## src/rtl/lcd_i2c_sequencer.sv

```systemverilog
// HD44780 4-bit sequencer over a PCF8574 I2C backpack: power-up wait, init ROM, then one user byte at a time.
// cmd_ready is high only in IDLE; each byte is four I2C writes plus a settle delay, and an I2C NACK latches FAULT until reset.
module lcd_i2c_sequencer #(
   parameter logic [6:0] I2C_ADDR  = 7'h27,
   parameter bit         BACKLIGHT = 1'b1,
   parameter int         T_POWERUP = 5_000_000,
   parameter int         T_LONG    = 500_000,
   parameter int         T_SHORT   = 5_000
) (
   input  logic       clk,
   input  logic       rst,
   input  logic       cmd_valid,
   output logic       cmd_ready,
   input  logic       cmd_rs,
   input  logic [7:0] cmd_data,
   output logic       i2c_ena,
   output logic [6:0] i2c_addr,
   output logic [7:0] i2c_data_wr,
   input  logic       i2c_busy,
   input  logic       i2c_ack_error,
   output logic       init_done,
   output logic       fault
);
   localparam int CW = 24;

   typedef enum logic [2:0] {PWRUP, INIT, IDLE, XFER_REQ, XFER_WAIT, DELAY, FAULT} state_t;

   state_t        state_q, state_d;
   logic [CW-1:0] cnt_q, cnt_d;
   logic [3:0]    rom_idx_q, rom_idx_d;
   logic [1:0]    wr_idx_q, wr_idx_d;
   logic [7:0]    op_byte_q, op_byte_d;
   logic          op_rs_q, op_rs_d;
   logic          op_nib_q, op_nib_d;
   logic          op_long_q, op_long_d;
   logic          init_done_q, init_done_d;
   logic [9:0]    rom_word;
   logic [3:0]    nibble;
   logic [7:0]    image;
   logic [CW-1:0] dly_last;
   logic          last_wr;

   // Init ROM entry: {nibble-only, long delay, byte}; nibble-only entries send just the high nibble.
   always_comb begin
      case (rom_idx_q[2:0])
         3'd0:    rom_word = {1'b1, 1'b1, 8'h30};
         3'd1:    rom_word = {1'b1, 1'b0, 8'h30};
         3'd2:    rom_word = {1'b1, 1'b0, 8'h30};
         3'd3:    rom_word = {1'b1, 1'b0, 8'h20};
         3'd4:    rom_word = {1'b0, 1'b0, 8'h28};
         3'd5:    rom_word = {1'b0, 1'b0, 8'h0C};
         3'd6:    rom_word = {1'b0, 1'b0, 8'h06};
         default: rom_word = {1'b0, 1'b1, 8'h01};
      endcase
   end

   // wr_idx: bit1 selects low nibble, bit0=0 is the E-high strobe write.
   assign nibble   = wr_idx_q[1] ? op_byte_q[3:0] : op_byte_q[7:4];
   assign image    = {nibble, BACKLIGHT, ~wr_idx_q[0], 1'b0, op_rs_q};
   assign last_wr  = (wr_idx_q == {~op_nib_q, 1'b1});
   assign dly_last = op_long_q ? CW'(T_LONG - 1) : CW'(T_SHORT - 1);

   assign i2c_addr    = I2C_ADDR;
   assign i2c_ena     = (state_q == XFER_REQ);
   assign i2c_data_wr = (state_q == XFER_REQ || state_q == XFER_WAIT) ? image : 8'h00;
   assign cmd_ready   = (state_q == IDLE);
   assign fault       = (state_q == FAULT);
   assign init_done   = init_done_q;

   always_ff @(posedge clk or posedge rst) begin
      if (rst) begin
         state_q     <= PWRUP;
         cnt_q       <= '0;
         rom_idx_q   <= '0;
         wr_idx_q    <= '0;
         op_byte_q   <= '0;
         op_rs_q     <= 1'b0;
         op_nib_q    <= 1'b0;
         op_long_q   <= 1'b0;
         init_done_q <= 1'b0;
      end else begin
         state_q     <= state_d;
         cnt_q       <= cnt_d;
         rom_idx_q   <= rom_idx_d;
         wr_idx_q    <= wr_idx_d;
         op_byte_q   <= op_byte_d;
         op_rs_q     <= op_rs_d;
         op_nib_q    <= op_nib_d;
         op_long_q   <= op_long_d;
         init_done_q <= init_done_d;
      end
   end

   always_comb begin
      state_d     = state_q;
      cnt_d       = cnt_q;
      rom_idx_d   = rom_idx_q;
      wr_idx_d    = wr_idx_q;
      op_byte_d   = op_byte_q;
      op_rs_d     = op_rs_q;
      op_nib_d    = op_nib_q;
      op_long_d   = op_long_q;
      init_done_d = init_done_q;
      unique case (state_q)
         PWRUP: begin
            if (cnt_q == CW'(T_POWERUP - 1)) begin
               cnt_d   = '0;
               state_d = INIT;
            end else begin
               cnt_d = cnt_q + CW'(1);
            end
         end
         INIT: begin
            if (rom_idx_q == 4'd8) begin
               init_done_d = 1'b1;
               state_d     = IDLE;
            end else begin
               op_nib_d  = rom_word[9];
               op_long_d = rom_word[8];
               op_byte_d = rom_word[7:0];
               op_rs_d   = 1'b0;
               wr_idx_d  = 2'd0;
               rom_idx_d = rom_idx_q + 4'd1;
               state_d   = XFER_REQ;
            end
         end
         IDLE: begin
            if (cmd_valid) begin
               op_nib_d  = 1'b0;
               op_rs_d   = cmd_rs;
               op_byte_d = cmd_data;
               op_long_d = !cmd_rs && (cmd_data <= 8'h03);
               wr_idx_d  = 2'd0;
               state_d   = XFER_REQ;
            end
         end
         XFER_REQ: begin
            if (i2c_busy) state_d = XFER_WAIT;
         end
         XFER_WAIT: begin
            if (!i2c_busy) begin
               if (i2c_ack_error) begin
                  state_d = FAULT;
               end else if (last_wr) begin
                  cnt_d   = '0;
                  state_d = DELAY;
               end else begin
                  wr_idx_d = wr_idx_q + 2'd1;
                  state_d  = XFER_REQ;
               end
            end
         end
         DELAY: begin
            if (cnt_q == dly_last) begin
               cnt_d   = '0;
               state_d = init_done_q ? IDLE : INIT;
            end else begin
               cnt_d = cnt_q + CW'(1);
            end
         end
         FAULT:   state_d = FAULT;
         default: state_d = PWRUP;
      endcase
   end
endmodule
```

## config.mk

```make
export PLATFORM = sky130hd
export DESIGN_NAME = lcd_i2c_sequencer
export DESIGN_NICKNAME = d
export VERILOG_FILES = /design/src/rtl/lcd_i2c_sequencer.sv
export SDC_FILE = /design/constraint.sdc
export NUM_CORES = 1
export LEC_CHECK = 0
export CORE_MARGIN = 5
export CORE_UTILIZATION = 36
export DETAILED_ROUTE_END_ITERATION = 12
export HOLD_SLACK_MARGIN = 0.15
export SYNTH_ARGS = -nofsm -noshare
export SYNTH_HDL_FRONTEND = slang
export SYNTH_SLANG_ARGS = --single-unit
export TNS_END_PERCENT = 50
```

## constraint.sdc

```tcl
create_clock -name clk -period 5.9 [get_ports clk]
set_input_delay 0.59 -clock clk [delete_from_list [all_inputs] [get_ports clk]]
set_output_delay 0.59 -clock clk [all_outputs]
set_load 0.02 [all_outputs]
```

### Met1 routing, run 1

(4 px per um) Supply wires on this layer in gray.
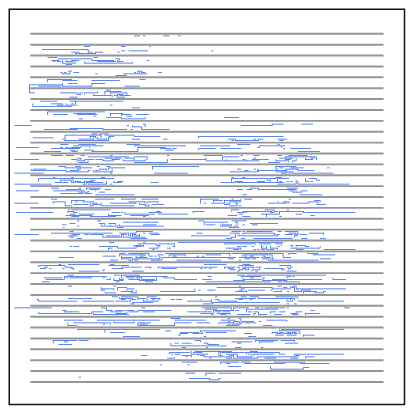
share of all routed wire: 47%
main direction: horizontal
Via Count: 2,257
met1 Use GR: 16.8%
final WL: 6130 um

### M2 wires, run 1

(3 px per um)
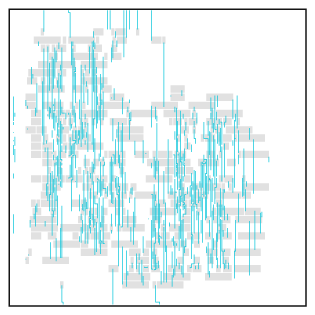
wire length on this layer: 2,900 um
longest straight run: 34.5 um
grt met2 use: 22.5%

==> flow_summary.toml, run 1 <==
# synthesis and place-and-route metrics
[worst_hold_path]
hold_start = "op_byte_q[0]"
holdPathEnd = "op_byte_q[0]"
hold_path_class = "register to register"

[timing]
setup_viol = 0
worst_pin_slew_ps = 918
finalClockPeriodUsage_pct = 52.7
rsz0062_at_grt = "false"
fmax_ghz = 0.321
period_minus_slack_ps = 3110
final_hold_viol_count = 0
fin_skew_ps = 10.8
hold_ws_ps = 486
drv_slew = 0

[logic_synthesis]
syn_area_um2 = 2820
synthArstFlopShare_pct = 100
largest_area_cell = "dfrtp_1"
yosys-top-cells-count = "dfrtp_1 (45), nor2_1 (41), nand2_1 (34)"
ys_chip_area_um2 = 2820
synth_cell_type_count = 52
edf_count = 0
yosysSeqAreaShare_pct = 40.0
ff_type = "dfrtp_1"
logic_family = "simple AND/OR/NAND/NOR gates"
ys_ff = 45
ys_cells = 324
yosys.area_share.aoi_pct = 15.5
syn_area_per_cell_um2 = 8.69
synthMuxAreaShare_pct = 2.93
ys.warnings.count = 0

[finish]
nets = 360
n_all_inverters = 8
regArea_um2 = 1130
comb_area_share_pct = 49.1
fin_cells = 442
layout-drive-gt1-share_pct = 5.00
largest_class = "logic gates"
n_all_buffers = 24
seq_cell_count = 45
clockNetworkAreaShare_pct = 2.73
area_growth_pct = 12.3

[clocking]
worstSkewPairLatency_ps = 290
ctsHoldBuffers = 0
clock_path_buffers = 2
cts_setup_buffers = 0
post_cts_resized = 0
cts_root_buf = "clkbuf_8"
clkTransAtPathRegs_ps = 80
cts.sinks = 45
cts_buffers = 5
htree_levels = 2

[place]
io_buffers = 24
place_congestion = 0.893
preCtsSetupSlack_ps = 3120
place_area_um2 = 3080
dp_hpwl_um = 4620

[die]
ios = 33
die_width_um = 98.4
core_area_um2 = 7690
die-area_um2 = 9690
fp-utilization_pct = 36.6
die_h_um = 98.4
num_rows = 32

[worst_setup_path]
endpoint = "cmd_ready"
cp-startpoint = "state_q[2]"
crit_required_ps = 5310
rrSetupSlack_ps = 3330
critical_path_class = "register to primary output"
worstPathMaxFanout = 15
cp.arrival_ps = 2520

[power]
powerDensity_nw_per_um2 = 409
fin_total_pwr_w = 0.00129
powerComb_w = 0.000615
p_comb_share_pct = 47.6
power.share.clock_pct = 14.9
p_seq_share_pct = 37.5
power-top-group = "combinational logic"
power_clock_w = 0.000193
p_int_w = 0.000729
power_leakage_nw = 1.34

[outcome]
status = "finished clean"

[job]
cap_violations = 0

[global_route]
grt_pass1_vias = 2349
grt_max_degree = 46
gr-usage-all-layers_pct = 13.5
grt_overflow = 0

[detailed_routing]
drt_iter0_markers = 58
route.detailed.wl_per_inst_um = 13.9
### Metal 3, run 1

(4 px per um)
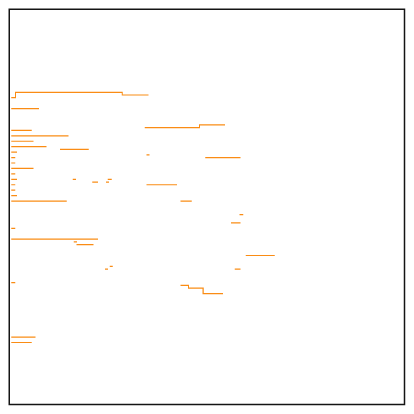
wire length on this layer: 211 um
main direction: horizontal
nets with wire on the layer: 29
share of all routed wire: 3.4%
M3 GR Usage: 3.11%

### M4 wires, run 1

(4 px per um) Supply wires on this layer in gray.
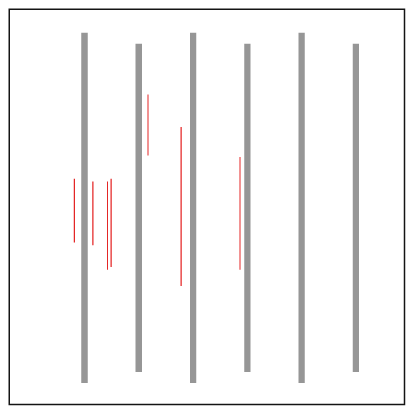
longest straight run: 39.4 um
share of all routed wire: 2.6%

==> run 1: cell usage in the layout (no fill, tap or decap), types with 2 or more instances in the layout <==
master           count
nand2b_1             4
conb_1               8
o21ai_1              3
a21oi_1             12
o31a_1               2
nand3_1             10
mux2i_1              6
nor2_1              41
clkdlybuf4s50_1     24
xor2_1               9
dfrtp_1             45
mux2_2               2
nand2_1             34
and3_1               7
and4_1               2
nand4_1             11
xnor2_1              6
and2_1               7
ha_1                 6
inv_1                7
clkbuf_8             6
or3_1                2
o21ai_0             23
a31oi_1              2
nor4_1               3
or2_1                2
o21bai_1             2
o211ai_1             2
a22o_1               9
nor2b_1             11
nor3_1              11
==> run 1: worst max-delay path: stages, from the launching register on <==
cell             delay (ps)
dfrtp_1                 540
nand2b_1                250
nor2_1                  690
clkdlybuf4s50_1         750
==> run 1: state kept, by name (all words and copies together) (netlist names) <==
name and cells:
wr_idx_q 2, op_long_q 1, rom_idx_q 4, op_rs_q 1, init_done 1, cnt_q 24
op_nib_q 1, state_q 3, op_byte_q 8
==> run 1: metal layers <==
metal | wire (um) | GRT usage [%] | up-vias | part of all wire [%]
li1 | - | - | 1158 | -
met1 | 2860 | 16.8 | 1037 | 47
met2 | 2900 | 22.5 | 45 | 47
met3 | 210 | 3.11 | 17 | 3.4
met4 | 157 | 5.67 | 0 | 2.6
met5 | 0 | 0 | - | 0
==> run 1: logic make-up (layout without fill, tap and decap cells) <==
group / count (synthesis) / count (layout)
simple gates: 153 / 153
compound gates: 65 / 65
flops: 45 / 45
buf+inv: 29 / 39
xor+xnor: 16 / 16
mux: 8 / 8
fa+ha+maj: 6 / 6
other cells: 2 / 8
==> run 1 -> run 2 <==
clock period = 2.5 ns   (was 5.9 ns; I/O delays follow)
### Cell placement, run 2

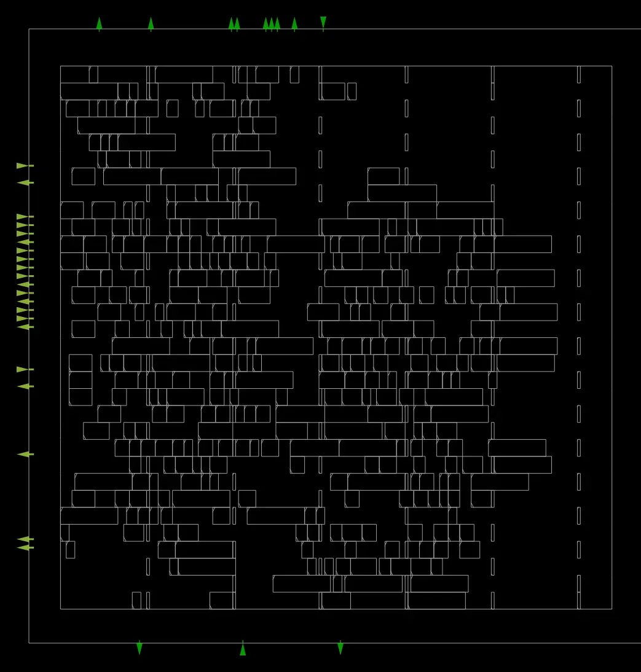
Row Count: 32
Tapcells: 102
core area: 7690 um^2
Flops: 45
fin util: 42.8%

==> run 2 against run 1 <==
  * Register-to-register slack got worse by 3200 ps
  * Critical path depth grew 3
  * Area after synthesis did not move
  * Design area rose by 4.0%
  * Flip-flop count did not move
  * Total power increased to 2.5 times the previous value
  * Via count up 5.6%
  * Routed wire length increased by 7.3%
  * Largest cell class unchanged
  * Cell count up 3.2%
  * Critical endpoint is now i2c_data_wr[5]
  * Setup slack got worse by 2600 ps
  * Synthesized cell count unchanged
==> flow_summary.toml, run 2 <==
# synthesis and place-and-route metrics
[outcome]
status = "finished clean"

[timing]
fin_skew_ps = 13.1
finalClockPeriodUsage_pct = 93.9
period_minus_slack_ps = 2350
drv_slew = 0
fin_ws_ps = 154
relSlewSlack_pct = 66.9
finalSetupTns_ps = 0
final_hold_viol_count = 0
rsz0062_at_grt = "false"
hold_ws_ps = 266
worst_pin_slew_ps = 493
setup_viol = 0
fmax_ghz = 0.426

[finish]
nets = 374
mostFrequentLayoutCells = "dfrtp_1 (45), nor2_1 (40), nand2_1 (34)"
largest_register_ffs = 24
area_growth_pct = 16.8
largestRegisters = "cnt_q (24), op_byte_q (8), rom_idx_q (4)"
top_register = "cnt_q"
antenna_cells = 0
fin_cells = 456
regArea_um2 = 1130
fillerInstances = 783
layout-drive-gt1-share_pct = 9.32
fin_area_um2 = 3290
logic_area_um2 = 1550
lay_top_count = "dfrtp_1"

[detailed_routing]
wl_um = 6580
via_per_inst = 5.23
drt_iter0_markers = 105
num_vias = 2383
drc = 0
route.detailed.wl_per_inst_um = 14.4
ant_nets = 0
firstDrtPassIters = 4

[clocking]
cts.sinks = 45
worstSkewPairLatency_ps = 300
cts_tree = "built"
cts_root_buf = "clkbuf_8"
cts_buffers = 5
htree_levels = 2
cts_setup_buffers = 0
clock_path_buffers = 2
clkTransAtPathRegs_ps = 90

[die]
die_h_um = 98.4
ios = 33
die_width_um = 98.4
fp-utilization_pct = 36.6
die-area_um2 = 9690

[logic_synthesis]
yosys.area.top_type_share_pct = 40.0
yosysMostFrequentCell = "dfrtp_1"
syn_inst = 324
syn_area_per_cell_um2 = 8.69
ff_type = "dfrtp_1"
syn_area_um2 = 2820
ys_chip_area_um2 = 2820
area_leaders = "dfrtp_1 (40%), nor2_1 (5.5%), nand2_1 (4.5%), o21ai_0 (4.1%), a22o_1 (2.8%)"
edf_count = 0
ys.warnings.count = 0
largest_area_cell = "dfrtp_1"
synth_cell_type_count = 52
ys_ff = 45
yosysSeqAreaShare_pct = 40.0
yosys-top-cells-count = "dfrtp_1 (45), nor2_1 (41), nand2_1 (34)"
ys_cells = 324
synthArstFlopShare_pct = 100

[worst_setup_path]
r2r_cells = 6
cp.arrival_ps = 2100
critical_path_class = "register to primary output"
start_kind = "register"
worstPathMaxFanout = 7
cp-end-kind = "primary output"
crit_required_ps = 2250

[job]
tool_warnings = 29
cap_violations = 0

[power]
peakVddDrop_mv = 0.531
power_leakage_nw = 1.42
powerDensity_nw_per_um2 = 996
fin_total_pwr_w = 0.00327

[place]
place_congestion = 0.876
preCtsSetupSlack_ps = 213
io_buffers = 24
placedCellCount = 449
dp_hpwl_um = 4990
place_area_um2 = 3180

[global_route]
grt_overflow = 0
gr-usage-all-layers_pct = 14.4
antenna_found_initial = 0
grt_pass1_vias = 2285
grt_pass1_wl_um = 11500
grt_max_degree = 21

[worst_hold_path]
hold_path_class = "primary input to async pin"
-- run 2: cells by family after synthesis --
group	after synthesis	share of synthesized area, %
buffers and inverters	29	5.69
other	2	0.267
adder cells (fa/ha/maj)	6	2.67
multiplexers	8	2.93
AND/OR/NAND/NOR	153	27.7
AND-OR/OR-AND	65	15.5
flip-flops	45	40.0
XOR/XNOR	16	5.24
-- run 2: worst paths after layout --
path                                    from              to  slack, ps
worst max-delay path              state_q[0]  i2c_data_wr[5]        150
worst min-delay path                     rst    op_byte_q[2]        270
worst max register to register      cnt_q[6]       cnt_q[20]        170
worst min register to register  rom_idx_q[3]    rom_idx_q[3]        470
max in group asynchronous                rst       cnt_q[11]       1650
min in group clk                rom_idx_q[3]    rom_idx_q[3]        470
-- run 2: power breakdown --
part	total (W)	leakage, nW	internal [W]	switching (W)
Sequential	0.00111	0.592	0.000915	0.000193
Clock	0.000544	0.0540	0.000291	0.000253
Combinational	0.00162	0.771	0.000682	0.000940
-- run 2: worst max-delay path: stages, from the launching register on --
cell and delay (ps):
dfrtp_1 460, nand2b_1 210, nor2_2 170, nor2_1 70, buf_4 160, nor2_1 100
clkdlybuf4s50_1 610
-- run 2: layout make-up --
type	count	area share [%]
sequential	45	34.3
clock inverter	2	1.07
timing repair buffer	38	10.5
inverter	8	0.914
tap	102	3.88
multi-input combinational	256	47.3
clock buffer	5	2.09
-- run 2: what timing repair did --
action	4_1_cts	5_1_grt
hold buffers	0	0
endpoints found under the setup margin	0	6
gates resized	0	1
-- run 2: layer usage --
layer	GRT usage, %	vias to the layer above	wire (um)
met5	0	-	0
met4	4.52	0	98
met3	3.40	10	295
met2	23.6	58	3060
met1	19.0	1133	3120
li1	-	1182	-
No activity file was given, so power comes from the tool's default toggle rates.
